**src/rtl/ff_mul.sv**
```systemverilog
`default_nettype none
// +----------------------------------------------------------------------------+
// | Module   : ff_mul                                                          |
// | Purpose  : Bit-serial modular multiplier, tx_a = (rx_a * rx_b) mod rx_p.   |
// |            MSB-first interleaved double-and-add, one multiplier bit per    |
// |            clock. A reset pulse loads the operands and starts a multiply.  |
// |            tx_done is sticky from completion until the next reset.         |
// | Ports    : clk     - rising-edge clock                                     |
// |            reset   - synchronous active-high; also the start strobe        |
// |            rx_a    - multiplicand (must be < rx_p), sampled with reset     |
// |            rx_b    - multiplier (any value), sampled with reset            |
// |            rx_p    - modulus (1 < rx_p), sampled with reset                |
// |            tx_done - high from completion until the next reset            |
// |            tx_a    - product mod p, valid while tx_done is high           |
// | Revision : 1.0  initial release                                            |
// +----------------------------------------------------------------------------+
module ff_mul #(
  parameter int WIDTH = 256
) (
  input  logic             clk,
  input  logic             reset,
  input  logic [WIDTH-1:0] rx_a,
  input  logic [WIDTH-1:0] rx_b,
  input  logic [WIDTH-1:0] rx_p,
  output logic             tx_done,
  output logic [WIDTH-1:0] tx_a
);

  localparam int CW = $clog2(WIDTH) + 1;

  localparam logic [0:0]    c_IDLE     = 1'b0;
  localparam logic [0:0]    c_RUN      = 1'b1;
  localparam logic [CW-1:0] c_CNT_INIT = CW'(WIDTH - 1);
  localparam logic [CW-1:0] c_CNT_ONE  = CW'(1);
  localparam logic [CW-1:0] c_CNT_ZERO = '0;

  logic [0:0]       r_state;
  logic [WIDTH-1:0] r_a;
  logic [WIDTH-1:0] r_b;
  logic [WIDTH-1:0] r_p;
  logic [WIDTH-1:0] r_acc;
  logic [CW-1:0]    r_cnt;
  logic             r_done;
  logic [WIDTH-1:0] r_res;

  // All step arithmetic is one bit wider than the operands so that the
  // doubled accumulator and the sum never wrap before being compared to p.
  logic [WIDTH:0] w_p_ext;
  logic [WIDTH:0] w_d;
  logic [WIDTH:0] w_d_red;
  logic [WIDTH:0] w_s;
  logic [WIDTH:0] w_s_red;
  logic           w_bit;
  logic           w_unused_msb;

  assign w_p_ext = {1'b0, r_p};
  assign w_bit   = r_b[r_cnt[CW-2:0]];

  // acc < p and a < p keep each intermediate below 2p, so a single
  // conditional subtract is enough after both the double and the add.
  assign w_d     = {r_acc, 1'b0};
  assign w_d_red = (w_d >= w_p_ext) ? (w_d - w_p_ext) : w_d;
  assign w_s     = w_d_red + (w_bit ? {1'b0, r_a} : {(WIDTH + 1){1'b0}});
  assign w_s_red = (w_s >= w_p_ext) ? (w_s - w_p_ext) : w_s;

  // The reduced sum is below p, so its top bit carries no information.
  assign w_unused_msb = w_s_red[WIDTH];

  always_ff @(posedge clk) begin
    if (reset) begin
      r_a     <= rx_a;
      r_b     <= rx_b;
      r_p     <= rx_p;
      r_acc   <= '0;
      r_cnt   <= c_CNT_INIT;
      r_state <= c_RUN;
      r_done  <= 1'b0;
      r_res   <= '0;
    end else begin
      case (r_state)
        c_RUN: begin
          r_acc <= w_s_red[WIDTH-1:0];
          r_cnt <= r_cnt - c_CNT_ONE;
          if (r_cnt == c_CNT_ZERO) begin
            r_res   <= w_s_red[WIDTH-1:0];
            r_done  <= 1'b1;
            r_state <= c_IDLE;
          end
        end
        default: begin
          // IDLE: hold result and done flag, no step activity.
          r_state <= c_IDLE;
        end
      endcase
    end
  end

  assign tx_done = r_done;
  assign tx_a    = r_res;

endmodule
`default_nettype wire

```
**config.mk**
```make
export PLATFORM = sky130hd
export DESIGN_NAME = ff_mul
export DESIGN_NICKNAME = d
export VERILOG_FILES = /design/src/rtl/ff_mul.sv
export SDC_FILE = /design/constraint.sdc
export NUM_CORES = 2
export LEC_CHECK = 0
export CELL_PAD_IN_SITES_DETAIL_PLACEMENT = 0
export CELL_PAD_IN_SITES_GLOBAL_PLACEMENT = 1
export CORE_MARGIN = 2
export CORE_UTILIZATION = 48
export DETAILED_ROUTE_END_ITERATION = 8
export GPL_TIMING_DRIVEN = 0
export PLACE_DENSITY_LB_ADDON = 0.1
export SYNTH_ARGS = -nofsm -noshare
export SYNTH_HDL_FRONTEND = slang
export SYNTH_SLANG_ARGS = --single-unit
```
**constraint.sdc**
```tcl
create_clock -name clk -period 19.7 [get_ports clk]
set_input_delay 3.94 -clock clk [delete_from_list [all_inputs] [get_ports clk]]
set_output_delay 3.94 -clock clk [all_outputs]
set_load 0.01 [all_outputs]
```
PDN straps and rails:
Scale: 1 px per µm. Pins as bars on the die edge. Tap cells in grey.
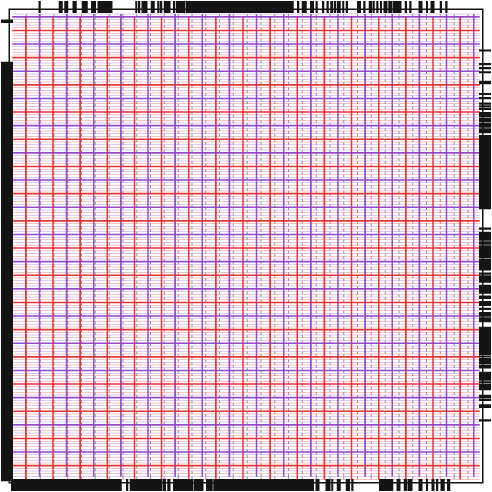
[purple] VDD
[red] VSS
met5 straps: 34
met1 rails: 172

==> reports/highlights.md <==
Floorplanning
• **Row Count** 171
• **vertical die dimension** 472.0 µm
• **top-level port count** 1027

Drt
• **Via Count** 110784
• **DRC violation total after the first TritonRoute iteration** 16124
• **wire length reported by the detailed router** 522400 µm

Yosys
• **number of instances in the synthesized netlist** 12895
• **adder-cell share of the synthesized area** 9.223%
• **library cell with the largest summed area after synthesis** sky130_fd_sc_hd__edfxtp_1
• **register share after synthesis** 31.90%
• **fraction of registers with async set/reset** 0%
• **fraction of synthesized cell area taken by the top area cell type** 21.94%
• **distinct cell type count of the synthesized netlist** 104

Critical path
• **cell family contributing the most delay on the critical path** AND-OR/OR-AND gates
• **critical path arrival** 20.69 ns
• **required time of the worst setup path** 20.37 ns
• **Stages on worst setup path** 52
• **setup slack on the worst flop-to-flop path** -0.32 ns
• **crit-path max FO** 10
• **crit path to** r_acc[125]
• **worst setup path startpoint** r_p[57]

Global route
• **pin count of the biggest net entering global routing** 135
• **residual overflow from global routing** 0
• **global-route wire length before repair** 721700 µm

Flow run
• **count of maximum capacitance violations** 4

Final timing
• **setup slack after layout** -0.3227 ns
• **worst hold-check slack** 0.4518 ns
• **final number of setup-violating endpoints** 235
• **period utilization** 101.6%
• **final tally of max-slew violations** 13

Run status
• **status** finished, violations left
• **failing checks** max-capacitance violations, max-slew violations, negative setup slack

Clock tree
• **CTS buffer count** 142
• **post-CTS clock slew at the launch and capture registers of the worst setup and hold paths** 0.06 ns
• **Clk Tree Root Cell** sky130_fd_sc_hd__clkbuf_16
• **clock sinks** 1291

Cells and area
• **most frequent cells in the layout** sky130_fd_sc_hd__a21oi_1, sky130_fd_sc_hd__nand2_1, sky130_fd_sc_hd__nor2_1
• **layout overhead on the synthesized area** 18.48%
• **Top cell excl fill/tap** sky130_fd_sc_hd__a21oi_1

Place
• **final HPWL from detailed placement** 436800 µm

Cell classes on the final placement:
Scale: 1 px per µm. Fill, decap, tap and diode cells in grey.
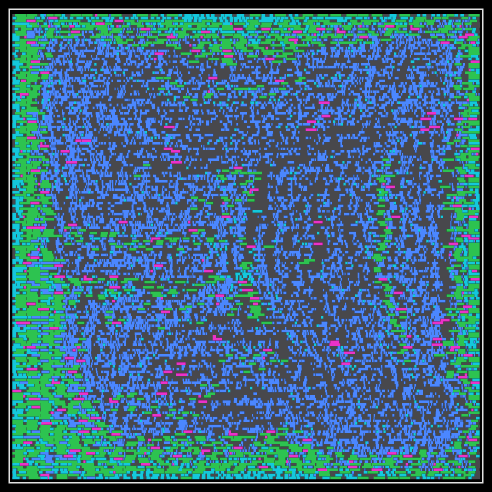
[green] registers | cells: 1291 | share of their area: 28%
[magenta] clock drivers and dummy loads | cells: 265 | share of their area: 4.1%
[blue] remaining logic cells | cells: 10918 | share of their area: 57%
[cyan] remaining buffers and delay cells | cells: 1734 | share of their area: 11%

==> layout make-up <==
class                   instances  area [µm²]
fillers                     19533       92840
multi-input cells           10361       67030
flip-flops and latches       1291       33530
repair buffers               1049       10620
clock buffers                 195        3885
well taps                    2854        3571
plain buffers                 685        2704
inverters                     557        2091
clock inverters                70        1016
diodes                         37       92.59
==> metrics by stage <==
| stage | cell area (µm²) | cells | util, % |
|---|---|---|---|
| floorplan | 105100 | 12895 | - |
| global placement | 119000 | 16775 | 54.72 |
| detailed placement | 119400 | 16795 | 54.91 |
| CTS | 124300 | 17059 | 57.19 |
| global route | 124500 | 17083 | 57.27 |
| finish | 124500 | 17099 | 57.29 |
==> layer usage <==
metal	routed length (µm)	up-vias
li1	-	49130
met1	204800	52884
met2	215500	7311
met3	59430	1437
met4	42460	22
met5	204	-
